<file path="config.mk">
export PLATFORM = sky130hd
export DESIGN_NAME = alu_dispatch
export DESIGN_NICKNAME = d
export VERILOG_FILES = /design/src/rtl/alu_pkg.sv /design/src/rtl/req_fifo.sv /design/src/rtl/alu_dispatch.sv
export SDC_FILE = /design/constraint.sdc
export NUM_CORES = 1
export LEC_CHECK = 0
export CAP_MARGIN = 20
export CORE_MARGIN = 4
export CORE_UTILIZATION = 50
export DETAILED_ROUTE_END_ITERATION = 16
export GPL_TIMING_DRIVEN = 0
export PLACE_DENSITY = 0.76
export REMOVE_ABC_BUFFERS = 1
export SYNTH_ARGS = -nofsm -noshare
export SYNTH_HDL_FRONTEND = slang
export SYNTH_HIERARCHICAL = 1
export SYNTH_SLANG_ARGS = --single-unit
export TNS_END_PERCENT = 20
</file>
<file path="constraint.sdc">
create_clock -name clk -period 10.14 [get_ports clk]
set_input_delay 2.028 -clock clk [delete_from_list [all_inputs] [get_ports clk]]
set_output_delay 2.028 -clock clk [all_outputs]
set_load 0.03 [all_outputs]
</file>
<file path="src/rtl/alu_pkg.sv">
// -----------------------------------------------------------------------------
// alu_pkg
// Definitions shared by the ALU dispatcher and its request FIFO:
//   - datapath, opcode and tag widths
//   - ALU opcode encoding
//   - dispatcher FSM state encoding
//   - packed request record held in the FIFO
//   - small helper function that flags the reserved opcode
// -----------------------------------------------------------------------------
package alu_pkg;

    localparam int DATA_W     = 19;
    localparam int OP_W       = 3;
    localparam int TAG_W      = 4;
    localparam int FIFO_DEPTH = 4;
    localparam int PAYLOAD_W  = OP_W + DATA_W + DATA_W + TAG_W;
    localparam int OPS_W      = 16;

    // ALU opcodes as they appear on req_op and alu_ctrl
    typedef enum logic [OP_W-1:0] {
        OP_SUB  = 3'b000,
        OP_ADD  = 3'b001,
        OP_MUL  = 3'b010,
        OP_DIV3 = 3'b011,
        OP_AND  = 3'b100,
        OP_SHL  = 3'b101,
        OP_SHR  = 3'b110,
        OP_RSVD = 3'b111
    } alu_op_e;

    // Dispatcher sequencing states
    typedef enum logic [1:0] {
        ST_IDLE  = 2'b00,
        ST_DRIVE = 2'b01,
        ST_RESP  = 2'b10
    } state_e;

    // One queued request; field order fixes the FIFO payload bit layout
    typedef struct packed {
        logic [OP_W-1:0]   op;
        logic [DATA_W-1:0] a;
        logic [DATA_W-1:0] b;
        logic [TAG_W-1:0]  tag;
    } req_t;

    // True when the opcode is the reserved encoding
    function automatic logic is_reserved(input logic [OP_W-1:0] op);
        return (op == OP_RSVD);
    endfunction

endpackage

</file>
<file path="src/rtl/req_fifo.sv">
// -----------------------------------------------------------------------------
// req_fifo
// Small synchronous FIFO holding pending ALU requests.
// Ports:
//   clk, rst    : clock, synchronous active-high reset (empties the FIFO)
//   push        : write push_data when not full
//   push_data   : payload to store
//   pop         : drop the head entry when not empty
//   pop_data    : current head entry (valid whenever empty is low)
//   empty, full : status derived from the registered occupancy count
// A push arriving while full is ignored even if a pop happens in the same
// cycle, so full/empty never depend on the requests of the current cycle.
// -----------------------------------------------------------------------------
module req_fifo #(
    parameter int DEPTH = 4,
    parameter int WIDTH = 45
) (
    input  logic             clk,
    input  logic             rst,
    input  logic             push,
    input  logic [WIDTH-1:0] push_data,
    input  logic             pop,
    output logic [WIDTH-1:0] pop_data,
    output logic             empty,
    output logic             full
);

    localparam int PTR_W = (DEPTH > 1) ? $clog2(DEPTH) : 1;
    localparam int CNT_W = $clog2(DEPTH + 1);

    logic [WIDTH-1:0] mem_r [DEPTH];
    logic [PTR_W-1:0] wr_ptr_r;
    logic [PTR_W-1:0] rd_ptr_r;
    logic [CNT_W-1:0] count_r;
    logic             do_push_s;
    logic             do_pop_s;

    assign full      = (count_r == CNT_W'(DEPTH));
    assign empty     = (count_r == {CNT_W{1'b0}});
    assign do_push_s = push && !full;
    assign do_pop_s  = pop && !empty;
    assign pop_data  = mem_r[rd_ptr_r];

    // Storage, pointers and occupancy count
    always_ff @(posedge clk) begin
        if (rst) begin
            for (int i = 0; i < DEPTH; i++) begin
                mem_r[i] <= {WIDTH{1'b0}};
            end
            wr_ptr_r <= {PTR_W{1'b0}};
            rd_ptr_r <= {PTR_W{1'b0}};
            count_r  <= {CNT_W{1'b0}};
        end else begin
            if (do_push_s) begin
                mem_r[wr_ptr_r] <= push_data;
                wr_ptr_r <= (wr_ptr_r == PTR_W'(DEPTH - 1)) ? {PTR_W{1'b0}}
                                                            : wr_ptr_r + PTR_W'(1);
            end
            if (do_pop_s) begin
                rd_ptr_r <= (rd_ptr_r == PTR_W'(DEPTH - 1)) ? {PTR_W{1'b0}}
                                                            : rd_ptr_r + PTR_W'(1);
            end
            case ({do_push_s, do_pop_s})
                2'b10:   count_r <= count_r + CNT_W'(1);
                2'b01:   count_r <= count_r - CNT_W'(1);
                default: count_r <= count_r;
            endcase
        end
    end

endmodule

</file>
<file path="src/rtl/alu_dispatch.sv">
// -----------------------------------------------------------------------------
// alu_dispatch
// Queues ALU requests, presents one at a time to an external combinational
// ALU, captures its result and returns it with the requester's tag, strictly
// in request order.
// Ports:
//   clk, rst                 : clock, synchronous active-high reset
//   req_valid/req_ready      : request handshake
//   req_op, req_a, req_b     : opcode and operands of the request
//   req_tag                  : requester tag, echoed on rsp_tag
//   alu_a, alu_b, alu_ctrl   : registered operands/control to the ALU
//   alu_result, alu_zero     : ALU outputs (combinational from alu_*)
//   rsp_valid/rsp_ready      : response handshake
//   rsp_result, rsp_zero     : captured ALU outputs
//   rsp_illegal              : request used the reserved opcode
//   rsp_tag                  : tag of the answered request
//   ops_done                 : wrapping count of completed responses
// Sequencing: IDLE pops the FIFO head into the ALU operand registers, DRIVE
// gives the ALU one cycle and captures its outputs, RESP holds the response
// until accepted and may pop the next request on the accepting edge, which
// gives one response every two cycles under continuous acceptance.
// -----------------------------------------------------------------------------
module alu_dispatch
    import alu_pkg::*;
(
    input  logic              clk,
    input  logic              rst,
    input  logic              req_valid,
    output logic              req_ready,
    input  logic [OP_W-1:0]   req_op,
    input  logic [DATA_W-1:0] req_a,
    input  logic [DATA_W-1:0] req_b,
    input  logic [TAG_W-1:0]  req_tag,
    output logic [DATA_W-1:0] alu_a,
    output logic [DATA_W-1:0] alu_b,
    output logic [OP_W-1:0]   alu_ctrl,
    input  logic [DATA_W-1:0] alu_result,
    input  logic              alu_zero,
    output logic              rsp_valid,
    input  logic              rsp_ready,
    output logic [DATA_W-1:0] rsp_result,
    output logic              rsp_zero,
    output logic              rsp_illegal,
    output logic [TAG_W-1:0]  rsp_tag,
    output logic [OPS_W-1:0]  ops_done
);

    state_e             state_r;
    state_e             next_state_s;
    logic               push_s;
    logic               pop_s;
    logic               handshake_s;
    logic               fifo_empty_s;
    logic               fifo_full_s;
    req_t               push_data_s;
    req_t               head_s;

    logic [DATA_W-1:0]  alu_a_r;
    logic [DATA_W-1:0]  alu_b_r;
    logic [OP_W-1:0]    alu_ctrl_r;
    logic [TAG_W-1:0]   tag_r;
    logic               rsp_valid_r;
    logic [DATA_W-1:0]  rsp_result_r;
    logic               rsp_zero_r;
    logic               rsp_illegal_r;
    logic [TAG_W-1:0]   rsp_tag_r;
    logic [OPS_W-1:0]   ops_done_r;

    // Ready comes only from the registered FIFO count, never from a pop in
    // the same cycle, so a full FIFO refuses a push even while draining.
    assign req_ready   = !fifo_full_s;
    assign push_s      = req_valid && req_ready;
    assign handshake_s = (state_r == ST_RESP) && rsp_ready;

    assign push_data_s.op  = req_op;
    assign push_data_s.a   = req_a;
    assign push_data_s.b   = req_b;
    assign push_data_s.tag = req_tag;

    req_fifo #(
        .DEPTH (FIFO_DEPTH),
        .WIDTH (PAYLOAD_W)
    ) u_req_fifo (
        .clk       (clk),
        .rst       (rst),
        .push      (push_s),
        .push_data (push_data_s),
        .pop       (pop_s),
        .pop_data  (head_s),
        .empty     (fifo_empty_s),
        .full      (fifo_full_s)
    );

    // Next-state and pop decision; empty reflects the registered count, so a
    // request pushed this cycle cannot be popped until the next one
    always_comb begin
        next_state_s = state_r;
        pop_s        = 1'b0;
        case (state_r)
            ST_IDLE: begin
                if (!fifo_empty_s) begin
                    pop_s        = 1'b1;
                    next_state_s = ST_DRIVE;
                end else begin
                    next_state_s = ST_IDLE;
                end
            end
            ST_DRIVE: begin
                next_state_s = ST_RESP;
            end
            ST_RESP: begin
                if (rsp_ready) begin
                    if (!fifo_empty_s) begin
                        pop_s        = 1'b1;
                        next_state_s = ST_DRIVE;
                    end else begin
                        next_state_s = ST_IDLE;
                    end
                end else begin
                    next_state_s = ST_RESP;
                end
            end
            default: begin
                next_state_s = ST_IDLE;
            end
        endcase
    end

    // State register
    always_ff @(posedge clk) begin
        if (rst) begin
            state_r <= ST_IDLE;
        end else begin
            state_r <= next_state_s;
        end
    end

    // ALU operand registers: loaded only on a pop, otherwise held
    always_ff @(posedge clk) begin
        if (rst) begin
            alu_a_r    <= {DATA_W{1'b0}};
            alu_b_r    <= {DATA_W{1'b0}};
            alu_ctrl_r <= {OP_W{1'b0}};
            tag_r      <= {TAG_W{1'b0}};
        end else if (pop_s) begin
            alu_a_r    <= head_s.a;
            alu_b_r    <= head_s.b;
            alu_ctrl_r <= head_s.op;
            tag_r      <= head_s.tag;
        end
    end

    // Response capture: written only in DRIVE, so fields stay frozen in RESP
    always_ff @(posedge clk) begin
        if (rst) begin
            rsp_result_r  <= {DATA_W{1'b0}};
            rsp_zero_r    <= 1'b0;
            rsp_illegal_r <= 1'b0;
            rsp_tag_r     <= {TAG_W{1'b0}};
        end else if (state_r == ST_DRIVE) begin
            rsp_result_r  <= alu_result;
            rsp_zero_r    <= alu_zero;
            rsp_illegal_r <= is_reserved(alu_ctrl_r);
            rsp_tag_r     <= tag_r;
        end
    end

    // Registered response-valid flag, mirrors residence in RESP
    always_ff @(posedge clk) begin
        if (rst) begin
            rsp_valid_r <= 1'b0;
        end else begin
            rsp_valid_r <= (next_state_s == ST_RESP);
        end
    end

    // Completed-response counter, wraps naturally at its width
    always_ff @(posedge clk) begin
        if (rst) begin
            ops_done_r <= {OPS_W{1'b0}};
        end else if (handshake_s) begin
            ops_done_r <= ops_done_r + OPS_W'(1);
        end
    end

    assign alu_a       = alu_a_r;
    assign alu_b       = alu_b_r;
    assign alu_ctrl    = alu_ctrl_r;
    assign rsp_valid   = rsp_valid_r;
    assign rsp_result  = rsp_result_r;
    assign rsp_zero    = rsp_zero_r;
    assign rsp_illegal = rsp_illegal_r;
    assign rsp_tag     = rsp_tag_r;
    assign ops_done    = ops_done_r;

endmodule

</file>
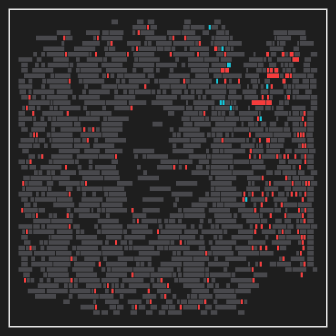
**Above:** run 1 (logic cells by family).
[red] NAND gates | cells: 163 | where: all over the die
[cyan] inverters | cells: 10

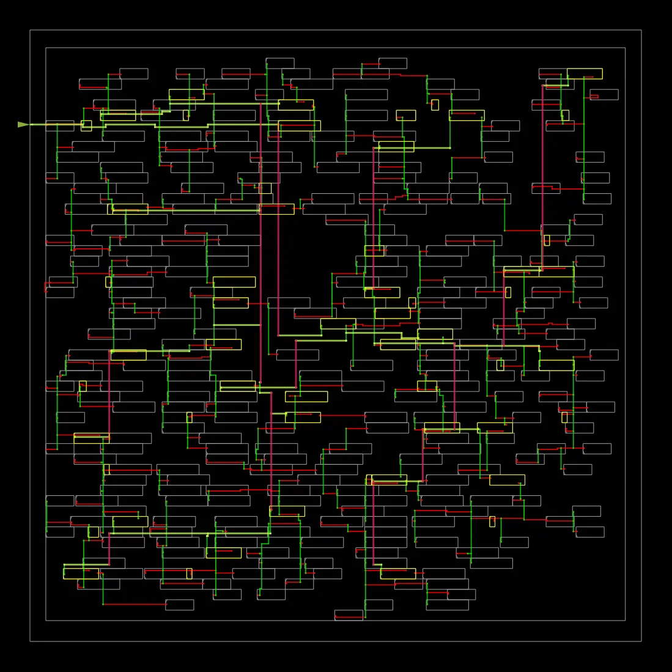
**Above:** run 1 (clock wiring as the flow saved it).
CTS Buf Count: 30
CLK BUF: 42
Clk. pwr: 1.08 mW
Latency at later pin: 0.54 ns
Seq cells: 278

==> flow_metrics.py, run 1 <==
# Flow results
metrics = {
    "final_timing": {
        "rsz0062_at_grt": "no",
        "finalSetupViolCount": 0,
        "fin_worst_skew_ns": 0.0112,
        "fin_tns_setup_ns": 0,
        "max_freq_mhz": 191,
        "final_max_slew_viol_count": 0,
        "fin_crit_ns": 5.24,
        "hold_viol": 0,
    },
    "die": {
        "row_count": 55,
        "die_x_um": 160,
        "io_pins": 153,
        "dieArea_sq_um": 25500,
        "die_h_um": 160,
        "coreArea_sq_um": 22600,
    },
    "final_layout": {
        "num-fill-cells": 1665,
        "largest_reg_flops": 180,
        "nNetsFinal": 1109,
        "lay_top_cells": "and2_1 (180), edfxtp_1 (180), clkdlybuf4s50_1 (151)",
        "syn_to_final_growth_pct": 25.5,
    },
    "critical_path": {
        "crit_family": "buffers and inverters",
        "crit_chain": "clkdlybuf4s50_1 > o21ai_4 > buf_16 > inv_2 > o31ai_1 > inv_1 > ha_1 > inv_1 > fa_1 > xor2_1 > or3_1 > a21oi_1",
        "rrSetupSlack_ns": 6.34,
        "regToRegEndpoint": "u_req_fifo/count_r[2]",
        "rr_startpoint": "u_req_fifo/count_r[0]",
        "worstSetupPathDepth": 12,
        "worstSetupStartpoint": "rsp_ready",
        "cp-endpoint": "u_req_fifo/count_r[2]",
        "cp_data_required_time_ns": 10.61,
        "cp_max_fo": 46,
        "worst_path_largest_cell_delay_ns": 0.73,
    },
    "power_and_ir_drop": {
        "fin_total_pwr_mw": 3.59,
        "power_frac_seq_pct": 41.9,
        "power_frac_clock_pct": 30.2,
        "combPwrFrac_pct": 28.0,
        "power-top-group": "sequential cells",
        "power_switching_mw": 1.10,
        "p_int_mw": 2.49,
        "netSwitchingFraction_pct": 30.7,
        "vdd_drop_max_uv": 156,
        "p_seq_mw": 1.50,
    },
    "global_routing": {
        "grt_pass1_vias": 7439,
        "track_usage_pct": 19.2,
        "grt_most_used_layer": "met2",
        "antenna_found_initial": 1,
        "grt_util_met3_pct": 4.03,
        "grt_pass1_wl_mm": 39.8,
    },
    "synthesis": {
        "yosysSeqAreaShare_pct": 64.0,
        "ys.flops": 278,
        "synthArstFlopShare_pct": 0,
        "syn_inst": 886,
        "edf_count": 180,
        "ff_type": "edfxtp_1",
        "ys_types": 48,
        "synthesis.area_sq_um": 11500,
        "syn_area_per_cell_sq_um": 13.0,
        "yosysWarnings": 6,
        "yosysTopAreaCell": "edfxtp_1",
        "yosys_area_sq_um": 11500,
    },
    "detailed_routing": {
        "drt_iter0_markers": 526,
        "routed-wl-met2_mm": 12.2,
        "finalWirelength_mm": 24.8,
        "vias": 7149,
        "drt_first_pass_iters": 4,
        "m1WireLength_mm": 10.6,
        "met3WireLength_mm": 1.55,
    },
    "job": {
        "tool_warnings": 25,
        "cap_violations": 0,
    },
    "placement": {
        "io_buffers": 152,
        "gp_congestion": 0.765,
    },
    "clock_network": {
        "clk_path_buf_depth": 3,
        "htreeDepth": 1,
        "cts_tree": "done",
        "clk_pin_slew_ns": 0.06,
        "postCtsSetupBuffers": 0,
        "postCtsHoldBufs": 0,
        "cts.repair.resized": 0,
    },
    "run_status": {
        "outcome": "completed",
    },
}
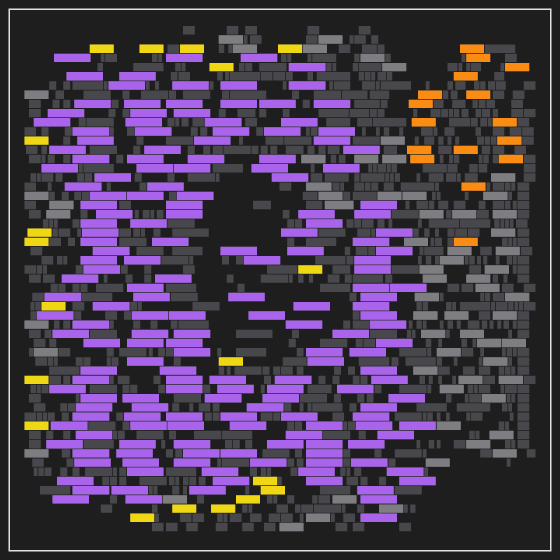
**Above:** run 1 (sequential cells colored by netlist name).
[purple] `u_req_fifo/mem_r` | placed flops: 180
[orange] `ops_done` | placed flops: 16 | where: upper right
[yellow] `alu_a` | placed flops: 19

-- run 1: kinds of logic after synthesis --
| kind of cell | after synthesis | synth area share (%) |
|---|---|---|
| adders and majority gates | 5 | 0.609 |
| and+or+nand+nor | 390 | 18.4 |
| xor gates and xnor gates | 11 | 0.837 |
| AOI/OAI and AO/OA | 93 | 4.18 |
| muxes | 48 | 9.08 |
| buffers and inverters | 61 | 2.86 |
| DFF | 278 | 64.0 |
-- run 1: worst min-delay path by stage --
stage | start | endpoint | cells past startpoint
detailed placement | rsp_result[2] | rsp_result[2] | 2
CTS | rsp_result[2] | rsp_result[2] | 2
finish | rsp_result[3] | rsp_result[3] | 2
global placement | rsp_illegal | rsp_illegal | 2
floorplan | tag_r[0] | rsp_tag[0] | 2
global route | rsp_result[15] | rsp_result[15] | 2
-- run 1: per-stage QoR --
| step | hold slack, ns | worst slack (ns) | util [%] | instances |
|---|---|---|---|---|
| global placement | 0.439 | -1.27 | 57.8 | 1272 |
| global route | 0.465 | 4.70 | 63.8 | 1344 |
| detailed placement | 0.445 | 4.35 | 59.4 | 1288 |
| finish | 0.452 | 4.90 | 63.8 | 1345 |
| floorplan | 0.426 | 3.26 | - | 835 |
| CTS | 0.453 | 4.89 | 63.8 | 1344 |
-- run 1: layout make-up --
type,instances,area (sq um),area share (%)
Antenna cell,1,2.50,0.0173
Clock buffer,42,847,5.87
Clock inverter,14,150,1.04
Inverter,10,40.0,0.277
Multi-Input combinational cell,547,3840,26.6
Sequential cell,278,7370,51.0
Tap cell,285,357,2.47
Timing Repair Buffer,168,1840,12.7
--- run 2 (diff from run 1) ---
Clock period 10.14 ns to 5.25 ns, I/O delays scaled along.
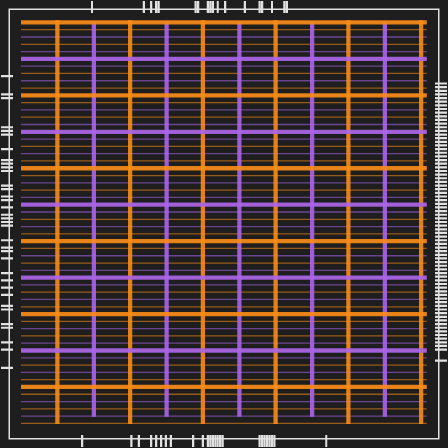
**Above:** run 2 (supply network).
Pins as bars on the die edge.
[purple] VDD
[orange] VSS
rows: 55
met4 straps: 11
signal pins: 153
met5 straps: 11
met1 rails: 56
die width: 160 um
Worst VDD drop: 302 uV
Die Span Y: 160 um

==> run 2 against run 1 <==
  * Die size unchanged
  * Clock skew unchanged
  * Routed wire length did not move
  * Cell count unchanged
  * Synthesized cell count did not move
  * Worst setup slack got worse by 3.9 ns
  * Register-to-register slack got worse by 4.9 ns
  * Critical path depth did not move
  * Worst hold slack is the same
  * Clock-buffer cell count stayed put
  * Core utilization is the same
  * Critical path type unchanged
  * Largest cell class unchanged
  * Highest routed layer unchanged
==> flow_metrics.py, run 2 <==
# Flow results
metrics = {
    "synthesis": {
        "synthesis.area_sq_um": 11500,
        "synthArstFlopShare_pct": 0,
        "syn_inst": 886,
        "synthAoiAreaFrac_pct": 4.18,
        "synth_adder_area_share_pct": 0.609,
        "syn_area_per_cell_sq_um": 13.0,
        "edf_count": 180,
        "ys_sh_xor_pct": 0.838,
        "yosysWarnings": 6,
        "logic_family": "simple AND/OR/NAND/NOR gates",
        "yosys_area_sq_um": 11500,
        "yosysSeqAreaShare_pct": 64.0,
        "ff_type": "edfxtp_1",
        "ys_types": 48,
        "yosysTopAreaCell": "edfxtp_1",
        "simple_gate_share_pct": 18.4,
    },
    "clock_network": {
        "htreeDepth": 1,
        "clockRootBuffer": "clkbuf_16",
        "postCtsSetupBuffers": 0,
        "clk_latency_ns": 0.54,
        "clk_pin_slew_ns": 0.06,
        "cts.repair.resized": 0,
        "cts-buffers-inserted": 30,
        "cts_tree": "done",
        "clk_path_buf_depth": 3,
        "postCtsHoldBufs": 0,
    },
    "detailed_routing": {
        "drt_first_pass_iters": 4,
        "finalWirelength_mm": 24.8,
        "vias": 7149,
        "drt_iter0_markers": 526,
    },
    "final_timing": {
        "rsz0062_at_grt": "no",
        "finalSetupViolCount": 0,
        "final_max_slew_viol_count": 0,
        "finalWorstSetupSlack_ns": 0.992,
        "slew-limit-headroom_pct": 30.5,
        "fin_worst_skew_ns": 0.0112,
        "fin_crit_ns": 4.26,
        "fin_tns_setup_ns": 0,
        "holdWs_ns": 0.452,
        "post-route-period-util_pct": 81.1,
        "max_freq_mhz": 235,
        "hold_viol": 0,
    },
    "power_and_ir_drop": {
        "p_int_mw": 4.80,
        "leakagePower_nw": 5.12,
        "power_switching_mw": 2.13,
        "combPwrFrac_pct": 28.0,
        "netSwitchingFraction_pct": 30.7,
        "fin_total_pwr_mw": 6.93,
        "power_frac_seq_pct": 41.9,
        "power_frac_clock_pct": 30.2,
    },
    "die": {
        "io_pins": 153,
        "dieArea_sq_um": 25500,
        "coreArea_sq_um": 22600,
        "row_count": 55,
    },
    "final_layout": {
        "syn_to_final_growth_pct": 25.5,
        "largest_reg_flops": 180,
        "num-fill-cells": 1665,
        "lay_top_cells": "and2_1 (180), edfxtp_1 (180), clkdlybuf4s50_1 (151)",
        "nNetsFinal": 1109,
        "final_cells": 1345,
        "utilization_pct": 63.8,
    },
    "global_routing": {
        "track_usage_pct": 19.2,
        "grt_pass1_vias": 7439,
        "grt_max_degree": 63,
        "antenna_found_initial": 1,
        "grt_pass1_wl_mm": 39.8,
    },
    "critical_path": {
        "crit_chain": "clkdlybuf4s50_1 > o21ai_4 > buf_16 > inv_2 > o31ai_1 > inv_1 > ha_1 > inv_1 > fa_1 > xor2_1 > or3_1 > a21oi_1",
        "worstSetupPathDepth": 12,
        "slowest_stage": "inv_2",
        "cp_max_fo": 46,
        "cp-endpoint": "u_req_fifo/count_r[2]",
        "worstSetupStartpoint": "rsp_ready",
        "crit_family": "buffers and inverters",
        "regToRegEndpoint": "u_req_fifo/count_r[2]",
        "worst_path_largest_cell_delay_ns": 0.73,
    },
    "placement": {
        "dp_slack_ns": 0.434,
        "io_buffers": 152,
        "dp.cells": 1288,
    },
    "job": {
        "tool_warnings": 25,
        "cap_violations": 0,
    },
    "worst_hold_path": {
        "hp-start": "rsp_result[3]",
    },
    "run_status": {
        "outcome": "completed",
    },
}
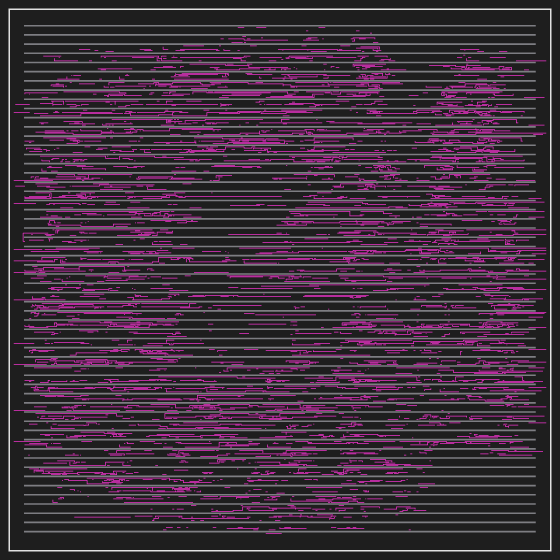
**Above:** run 2 (met1 routing).
Supply wires on this layer in gray.
share of all routed wire: 43%
main direction: horizontal

## run 2: cell counts in the layout (fill, tap and decap cells not counted)
Identical to the previous run, type by type.
## run 2: cell type report
type / instances / area, sq um / share of cell area [%]
inverters: 10 / 40.0 / 0.277
clock inverters: 14 / 150 / 1.04
repair buffers: 168 / 1840 / 12.7
flip-flops and latches: 278 / 7370 / 51.0
multi-input cells: 547 / 3840 / 26.6
clock buffers: 42 / 847 / 5.87
well taps: 285 / 357 / 2.47
diodes: 1 / 2.50 / 0.0173
## run 2: worst reg2reg max path: stages, from the launching register on
cell and delay (ns):
dfxtp_1 0.40, nor3_1 0.09, nor2_1 0.22, o21ai_4 0.28, buf_16 0.27, inv_2 0.74
o31ai_1 0.37, inv_1 0.13, ha_1 0.20, inv_1 0.06, fa_1 0.37, xor2_1 0.15
or3_1 0.31, a21oi_1 0.14
## run 2: worst min path at each step
| stage | end | cells after the start |
|---|---|---|
| CTS | rsp_result[2] | 2 |
| detailed placement | rsp_result[2] | 2 |
| global route | rsp_result[15] | 2 |
| finish | rsp_result[3] | 2 |
| floorplan | rsp_tag[0] | 2 |
| global placement | rsp_illegal | 2 |
## run 2: metal layers
layer	up-vias	GRT usage, %	share of wire (%)
met5	-	0	0.052
met1	3477	25.3	43
met2	207	33.3	49
li1	3428	-	-
met3	35	4.03	6.2
met4	2	4.02	1.7
## run 2: power groups by stage
stage          Combinational [mW]  Sequential [mW]  Clock [mW]
2_1_floorplan               0.839             3.24           0
3_3_place_gp                 1.79             3.01           0
3_5_place_dp                 1.96             2.95           0
4_1_cts                      1.97             2.91        2.14
5_1_grt                      2.09             2.95        2.23
6_report                     1.94             2.90        2.09
--- run 3 (diff from run 2) ---
Clock period 5.25 ns to 4.3 ns, I/O delays scaled along.
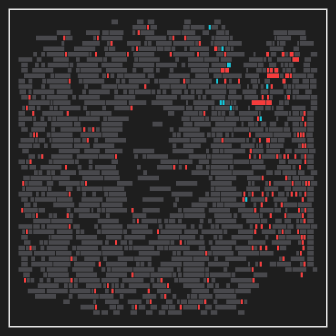
**Above:** run 3 (logic cells by family).
[cyan] inverters | cells: 10
[red] NAND gates | cells: 163 | where: all over the die

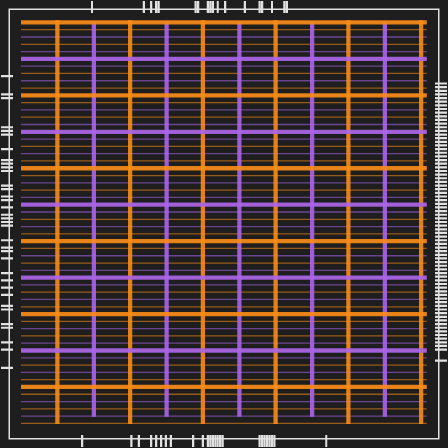
**Above:** run 3 (supply network).
Pins as bars on the die edge.
Worst VDD drop: 369 uV
core area: 22600 sq um

==> run 3 against run 2 <==
  * Worst hold slack did not move
  * Worst setup slack got worse by 0.76 ns
  * Clock skew unchanged
  * Largest power group unchanged
  * Register-to-register slack worse by 0.95 ns
==> flow_metrics.py, run 3 <==
# Flow results
metrics = {
    "synthesis": {
        "ys_cells": 886,
        "ff_type": "edfxtp_1",
        "ys.flops": 278,
        "yosysSeqAreaShare_pct": 64.0,
        "ys_types": 48,
        "synthArstFlopShare_pct": 0,
        "synth.top_cells.by_count": "and2_1 (180), edfxtp_1 (180), nand2_1 (147)",
        "edf_count": 180,
        "synthTopCellsByArea": "edfxtp_1 (47%), dfxtp_1 (17%), and2_1 (9.8%)",
        "yosys_area_sq_um": 11500,
        "syn_inst": 886,
        "yosysTopAreaCell": "edfxtp_1",
        "synthesis.area_sq_um": 11500,
        "syn_area_per_cell_sq_um": 13.0,
    },
    "final_layout": {
        "seq_area_sq_um": 7370,
        "nNetsFinal": 1109,
        "lay_top_cells": "and2_1 (180), edfxtp_1 (180), clkdlybuf4s50_1 (151)",
        "combGateArea_sq_um": 3840,
        "syn_to_final_growth_pct": 25.5,
        "num-fill-cells": 1665,
        "largest_reg_flops": 180,
    },
    "detailed_routing": {
        "m1WireLength_mm": 10.6,
        "drt_iter0_markers": 526,
        "met3WireLength_mm": 1.55,
        "drt_first_pass_iters": 4,
        "antenna_left": 0,
        "vias": 7149,
        "routed.top_layer": "met5",
        "finalWirelength_mm": 24.8,
        "routed-wl-met2_mm": 12.2,
    },
    "clock_network": {
        "cts.repair.resized": 0,
        "clockRootBuffer": "clkbuf_16",
        "cts_tree": "done",
        "clk_latency_ns": 0.54,
        "htreeDepth": 1,
        "postCtsSetupBuffers": 0,
        "cts-buffers-inserted": 30,
        "clk_pin_slew_ns": 0.06,
        "postCtsHoldBufs": 0,
    },
    "critical_path": {
        "rrSetupSlack_ns": 0.50,
        "regToRegEndpoint": "u_req_fifo/count_r[2]",
        "crit_chain": "clkdlybuf4s50_1 > o21ai_4 > buf_16 > inv_2 > o31ai_1 > inv_1 > ha_1 > inv_1 > fa_1 > xor2_1 > or3_1 > a21oi_1",
        "cp_max_fo": 46,
        "crit_family": "buffers and inverters",
        "slowest_stage": "inv_2",
        "rr_startpoint": "u_req_fifo/count_r[0]",
        "worst_path_largest_cell_delay_ns": 0.73,
        "cp-endpoint": "u_req_fifo/count_r[2]",
        "cp_data_required_time_ns": 4.77,
        "worstSetupPathDepth": 12,
    },
    "die": {
        "die_h_um": 160,
        "row_count": 55,
        "die_x_um": 160,
        "io_pins": 153,
        "dieArea_sq_um": 25500,
    },
    "placement": {
        "postPlaceCellArea_sq_um": 13400,
        "dp_slack_ns": -0.326,
        "gp_congestion": 0.765,
        "io_buffers": 152,
    },
    "worst_hold_path": {
        "whs_path_depth": 2,
    },
    "global_routing": {
        "antenna_found_initial": 1,
        "grt_max_degree": 63,
        "grt_pass1_wl_mm": 39.8,
        "track_usage_pct": 19.2,
        "grt_util_met3_pct": 4.03,
        "grt_pass1_vias": 7439,
        "use_met2_pct": 33.3,
        "met1_usage_pct": 25.3,
    },
    "final_timing": {
        "finalWorstSetupSlack_ns": 0.232,
        "max_freq_mhz": 246,
        "hold_viol": 0,
        "final_max_slew_viol_count": 0,
        "slew-limit-headroom_pct": 30.5,
        "rsz0062_at_grt": "no",
        "post-route-period-util_pct": 94.6,
        "fin_worst_skew_ns": 0.0112,
        "tightest_slew_ns": 1.03,
    },
    "run_status": {
        "outcome": "completed",
    },
    "job": {
        "tool_warnings": 25,
        "cap_violations": 0,
    },
    "power_and_ir_drop": {
        "leakagePower_nw": 5.12,
    },
}
## run 3: cell counts after synthesis
Identical to the previous run, type by type.
## run 3: metrics by stage
stage	hold slack (ns)	cells	power (mW)	setup TNS, ns	utilization, %
floorplan	0.426	835	4.98	-23.93	-
global placement	0.439	1272	5.68	-1306.62	57.8
detailed placement	0.445	1288	6.00	-0.397	59.4
CTS	0.453	1344	8.57	0	63.8
global route	0.465	1344	8.87	0	63.8
finish	0.452	1345	8.47	0	63.8
## run 3: layout make-up
| type | count | area share [%] |
|---|---|---|
| multi-input combinational | 547 | 26.6 |
| antenna | 1 | 0.0173 |
| tap | 285 | 2.47 |
| clock buffer | 42 | 5.87 |
| sequential | 278 | 51.0 |
| timing repair buffer | 168 | 12.7 |
| inverter | 10 | 0.277 |
| clock inverter | 14 | 1.04 |
## run 3: worst register-to-register path, cell delays in order (launching register included)
cell	delay, ns
dfxtp_1	0.40
nor3_1	0.09
nor2_1	0.22
o21ai_4	0.28
buf_16	0.27
inv_2	0.74
o31ai_1	0.37
inv_1	0.13
ha_1	0.20
inv_1	0.06
fa_1	0.37
xor2_1	0.15
or3_1	0.31
a21oi_1	0.14
## run 3: where the power goes
part           leakage (nW)  switching, mW  total, mW  internal, mW
Combinational          1.97           1.36       2.37          1.01
Clock                 0.484           1.00       2.55          1.55
Sequential             2.67          0.237       3.54          3.31
Total                  5.12           2.60       8.47          5.87
## run 3: logic make-up after synthesis
kind of cell,share of synthesized area (%)
AND/OR/NAND/NOR,18.4
adder cells (fa/ha/maj),0.609
flip-flops,64.0
multiplexers,9.08
buffers and inverters,2.86
XOR/XNOR,0.837
AND-OR/OR-AND,4.18
No activity file was given, so power comes from the tool's default toggle rates.
